**Wiring by layer**

Scale bar: 50 um.
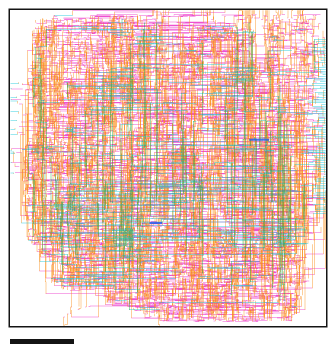
**Sequential cells grouped by signal name**

Scale bar: 50 um.
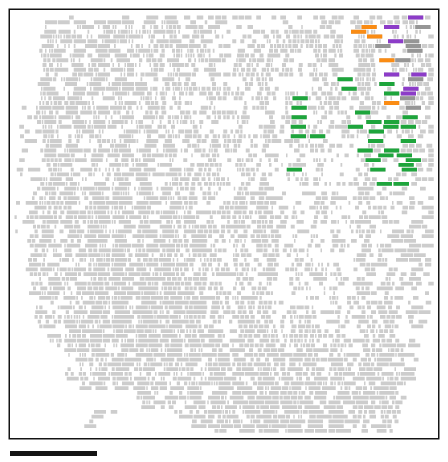
[src/rtl/alu_mc_pkg.sv]
// Shared opcode map, FSM state encodings and limits for the multi-cycle execute ALU.
package alu_mc_pkg;

  typedef enum int unsigned {
    OP_NOP = 0,
    OP_LV  = 1,
    OP_MLT = 2,
    OP_DIV = 3,
    OP_SUB = 4,
    OP_ADD = 5,
    OP_CP  = 6,
    OP_B   = 7,
    OP_BEG = 8,
    OP_SLL = 9,
    OP_GP  = 10
  } opcode_e;

  localparam int unsigned ILLEGAL_OP = 11;

  localparam logic [1:0] ST_IDLE = 2'd0;
  localparam logic [1:0] ST_DIV  = 2'd1;
  localparam logic [1:0] ST_DONE = 2'd2;

endpackage

[src/rtl/alu_div_iter.sv]
// Iterative restoring unsigned divider: one quotient bit per clock after start_i.
module alu_div_iter #(
  parameter int WIDTH = 32
) (
  input  logic             clk,
  input  logic             rst_n,
  input  logic             start_i,
  input  logic [WIDTH-1:0] dividend_i,
  input  logic [WIDTH-1:0] divisor_i,
  output logic             busy_o,
  output logic             done_o,
  output logic [WIDTH-1:0] quotient_o
);

  localparam int CW = $clog2(WIDTH + 1);

  logic [WIDTH:0]   rem_q, rem_d;
  logic [WIDTH-1:0] quo_q, quo_d;
  logic [WIDTH-1:0] dsr_q, dsr_d;
  logic [CW-1:0]    cnt_q, cnt_d;
  logic             busy_q, busy_d;
  logic [WIDTH:0]   trial;

  // Remainder is one bit wider so the shifted trial value never overflows.
  always_comb begin
    rem_d  = rem_q;
    quo_d  = quo_q;
    dsr_d  = dsr_q;
    cnt_d  = cnt_q;
    busy_d = busy_q;
    trial  = {rem_q[WIDTH-1:0], quo_q[WIDTH-1]};
    if (start_i) begin
      rem_d  = '0;
      quo_d  = dividend_i;
      dsr_d  = divisor_i;
      cnt_d  = CW'(WIDTH);
      busy_d = 1'b1;
    end else if (busy_q) begin
      if (cnt_q == '0) begin
        busy_d = 1'b0;
      end else begin
        cnt_d = cnt_q - CW'(1);
        if (trial >= {1'b0, dsr_q}) begin
          rem_d = trial - {1'b0, dsr_q};
          quo_d = {quo_q[WIDTH-2:0], 1'b1};
        end else begin
          rem_d = trial;
          quo_d = {quo_q[WIDTH-2:0], 1'b0};
        end
      end
    end
  end

  always_ff @(posedge clk or negedge rst_n) begin
    if (!rst_n) begin
      rem_q  <= '0;
      quo_q  <= '0;
      dsr_q  <= '0;
      cnt_q  <= '0;
      busy_q <= 1'b0;
    end else begin
      rem_q  <= rem_d;
      quo_q  <= quo_d;
      dsr_q  <= dsr_d;
      cnt_q  <= cnt_d;
      busy_q <= busy_d;
    end
  end

  assign busy_o     = busy_q;
  assign done_o     = busy_q & (cnt_q == '0);
  assign quotient_o = quo_q;

endmodule

[src/rtl/alu_mc.sv]
// Multi-cycle execute-stage ALU with valid/ready handshakes and registered results.
// Define ALU_MC_DIV_EN to build the iterative divider; otherwise opcode 3 is illegal.
module alu_mc #(
  parameter int WIDTH = 32,
  parameter int RD_W  = 7,
  parameter int OP_W  = 5
) (
  input  logic             clk,
  input  logic             rst_n,
  input  logic             in_valid,
  output logic             in_ready,
  input  logic [OP_W-1:0]  opcode,
  input  logic [RD_W-1:0]  rd,
  input  logic [WIDTH-1:0] rs,
  input  logic [WIDTH-1:0] rsi,
  input  logic [WIDTH-1:0] rt,
  output logic             out_valid,
  input  logic             out_ready,
  output logic [RD_W-1:0]  rd_out,
  output logic [RD_W-1:0]  branch_result,
  output logic [OP_W-1:0]  op_out,
  output logic [WIDTH-1:0] alu_result,
  output logic             err
);

  import alu_mc_pkg::*;

  localparam int SW = $clog2(WIDTH);

  logic [1:0]       state_q, state_d;
  logic             valid_q, valid_d;
  logic [RD_W-1:0]  rd_q, rd_d, br_q, br_d;
  logic [OP_W-1:0]  op_q, op_d;
  logic [WIDTH-1:0] res_q, res_d;
  logic             err_q, err_d;

  logic [WIDTH-1:0] mult_c, res_c;
  logic [RD_W-1:0]  rd_c, br_c;
  logic             err_c, accept;
  logic             div_done;
  logic [WIDTH-1:0] div_quo;

  assign mult_c   = rs * rt;
  assign in_ready = rst_n & ((state_q == ST_IDLE) | ((state_q == ST_DONE) & out_ready));
  assign accept   = in_valid & in_ready;

`ifdef ALU_MC_DIV_EN
  logic div_go_c;
  logic div_busy;

  alu_div_iter #(.WIDTH(WIDTH)) u_div (
    .clk        (clk),
    .rst_n      (rst_n),
    .start_i    (accept & div_go_c),
    .dividend_i (rs),
    .divisor_i  (rt),
    .busy_o     (div_busy),
    .done_o     (div_done),
    .quotient_o (div_quo)
  );
`else
  assign div_done = 1'b0;
  assign div_quo  = '0;
`endif

  // Single-cycle result for the presented opcode; DIV only flags that it must iterate.
  always_comb begin
    res_c = '0;
    rd_c  = '0;
    br_c  = '0;
    err_c = 1'b0;
`ifdef ALU_MC_DIV_EN
    div_go_c = 1'b0;
`endif
    case (opcode)
      OP_W'(OP_NOP): res_c = '0;
      OP_W'(OP_LV), OP_W'(OP_CP): begin res_c = rsi; rd_c = rd; end
      OP_W'(OP_MLT): begin res_c = mult_c; rd_c = rd; end
      OP_W'(OP_SUB): begin res_c = rs - rt; rd_c = rd; end
      OP_W'(OP_ADD): begin res_c = rs + rt; rd_c = rd; end
      OP_W'(OP_B):   br_c = rd;
      OP_W'(OP_BEG): begin br_c = rd; res_c = {{(WIDTH-1){1'b0}}, (rs > rt)}; end
      OP_W'(OP_SLL): begin
        rd_c  = rd;
        res_c = (rt >= WIDTH'(WIDTH)) ? '0 : (rs << rt[SW-1:0]);
      end
      OP_W'(OP_GP):  begin res_c = rs; rd_c = rd; end
`ifdef ALU_MC_DIV_EN
      OP_W'(OP_DIV): begin
        rd_c = rd;
        if (rt == '0) begin
          res_c = '1;
          err_c = 1'b1;
        end else begin
          div_go_c = 1'b1;
        end
      end
`endif
      default: err_c = 1'b1;
    endcase
  end

  // Output registers only change on an accept or a divider completion, so they hold under stall.
  always_comb begin
    state_d = state_q;
    valid_d = valid_q;
    rd_d    = rd_q;
    br_d    = br_q;
    op_d    = op_q;
    res_d   = res_q;
    err_d   = err_q;
    case (state_q)
      ST_DIV: begin
        if (div_done) begin
          state_d = ST_DONE;
          valid_d = 1'b1;
          res_d   = div_quo;
        end
      end
      ST_IDLE, ST_DONE: begin
        if (accept) begin
          state_d = ST_DONE;
          valid_d = 1'b1;
          rd_d    = rd_c;
          br_d    = br_c;
          op_d    = opcode;
          res_d   = res_c;
          err_d   = err_c;
`ifdef ALU_MC_DIV_EN
          if (div_go_c) begin
            state_d = ST_DIV;
            valid_d = 1'b0;
          end
`endif
        end else if ((state_q == ST_DONE) && out_ready) begin
          state_d = ST_IDLE;
          valid_d = 1'b0;
        end
      end
      default: begin
        state_d = ST_IDLE;
        valid_d = 1'b0;
      end
    endcase
  end

  always_ff @(posedge clk or negedge rst_n) begin
    if (!rst_n) begin
      state_q <= ST_IDLE;
      valid_q <= 1'b0;
      rd_q    <= '0;
      br_q    <= '0;
      op_q    <= '0;
      res_q   <= '0;
      err_q   <= 1'b0;
    end else begin
      state_q <= state_d;
      valid_q <= valid_d;
      rd_q    <= rd_d;
      br_q    <= br_d;
      op_q    <= op_d;
      res_q   <= res_d;
      err_q   <= err_d;
    end
  end

  assign out_valid     = valid_q;
  assign rd_out        = rd_q;
  assign branch_result = br_q;
  assign op_out        = op_q;
  assign alu_result    = res_q;
  assign err           = err_q;

endmodule

[config.mk]
export PLATFORM = sky130hd
export DESIGN_NAME = alu_mc
export DESIGN_NICKNAME = d
export VERILOG_FILES = /design/src/rtl/alu_mc_pkg.sv /design/src/rtl/alu_div_iter.sv /design/src/rtl/alu_mc.sv
export SDC_FILE = /design/constraint.sdc
export NUM_CORES = 2
export LEC_CHECK = 0
export CAP_MARGIN = 10
export CORE_MARGIN = 2
export CORE_UTILIZATION = 40
export CTS_BUF_LIST = sky130_fd_sc_hd__clkbuf_4 sky130_fd_sc_hd__clkbuf_8
export DETAILED_ROUTE_END_ITERATION = 8
export HOLD_SLACK_MARGIN = 0.02
export SLEW_MARGIN = 10
export SYNTH_ARGS = -nofsm -noshare
export SYNTH_HDL_FRONTEND = slang
export SYNTH_SLANG_ARGS = --single-unit
[constraint.sdc]
create_clock -name clk -period 2.44 [get_ports clk]
set_input_delay 0.244 -clock clk [delete_from_list [all_inputs] [get_ports clk]]
set_output_delay 0.244 -clock clk [all_outputs]
set_load 0.005 [all_outputs]
==> run notes <==
## Critical path
• alu_result[28] — destination of the worst register-to-register timing path
• 7 — number of buffer and inverter instances along the worst setup path
• 25 — CP Depth

## Outcome
• design-rule violations, negative setup slack — violations in the final reports
• finished, violations left — outcome

## Logic synthesis
• 45.4% — adder and majority cell fraction of the synthesized area
• sky130_fd_sc_hd__fa_1 — library cell occupying the most area in the post-synthesis netlist
• 0 — count of library flops with an enable pin
• sky130_fd_sc_hd__inv_1 — top cell type by instance count after synthesis
• 0.0232 mm^2 — mapped cell area
• 100% — share of async-settable or async-resettable flops after synthesis
• 80 — number of library cell types mapped by synthesis

## Drt
• 23,700 — vias
• 3 — DRC violation count after routing

## Timing
• 149 MHz — maximum clock frequency
• -4.28 ns — worst setup slack after layout
• 31 — number of setup violations in the final report

## CTS
• 2 — number of H-tree levels
• 64 — Post-CTS Setup Bufs

## Job
• 0 — maximum capacitance violations
• 61 — total tool warning count

## Die
• 245 um — DIE HEIGHT

## Cells and area
• 33.9% — fraction of layout cells with a size suffix above 1

## Picture notes: 'wiring by layer'
Key: M5 = blue [wire length 22.1 um]; M2 = orange [wire length 49.7 mm]; M3 = cyan [wire length 10,700 um]; M1 = magenta [wire length 44.0 mm]; M4 = green [wire length 6,420 um]

## Picture notes: 'sequential cells grouped by signal name'
Key: alu_result = green [flops 32]; rd_out = purple [flops 7, where upper right]; op_out = orange [flops 5, where upper right]

## metrics by stage
stage               std cells
finish                   4233
global route             4231
CTS                      4212
detailed placement       4117
global placement         4117
floorplan                2753
## layout make-up
cell class | count | area [um^2] | area share (%)
diodes | 2 | 5.00 | 0.0146
clock inverters | 2 | 15.0 | 0.0437
well taps | 765 | 957 | 2.79
multi-input cells | 2083 | 21700 | 63.0
repair buffers | 880 | 8650 | 25.2
flip-flops and latches | 53 | 1330 | 3.86
inverters | 442 | 1670 | 4.87
clock buffers | 6 | 76.3 | 0.222
## sequential cells by signal, summed over array words and instances, names as in the netlist
| name | cells |
|---|---|
| err | 1 |
| rd_out | 7 |
| out_valid | 1 |
| branch_result | 7 |
| op_out | 5 |
| alu_result | 32 |
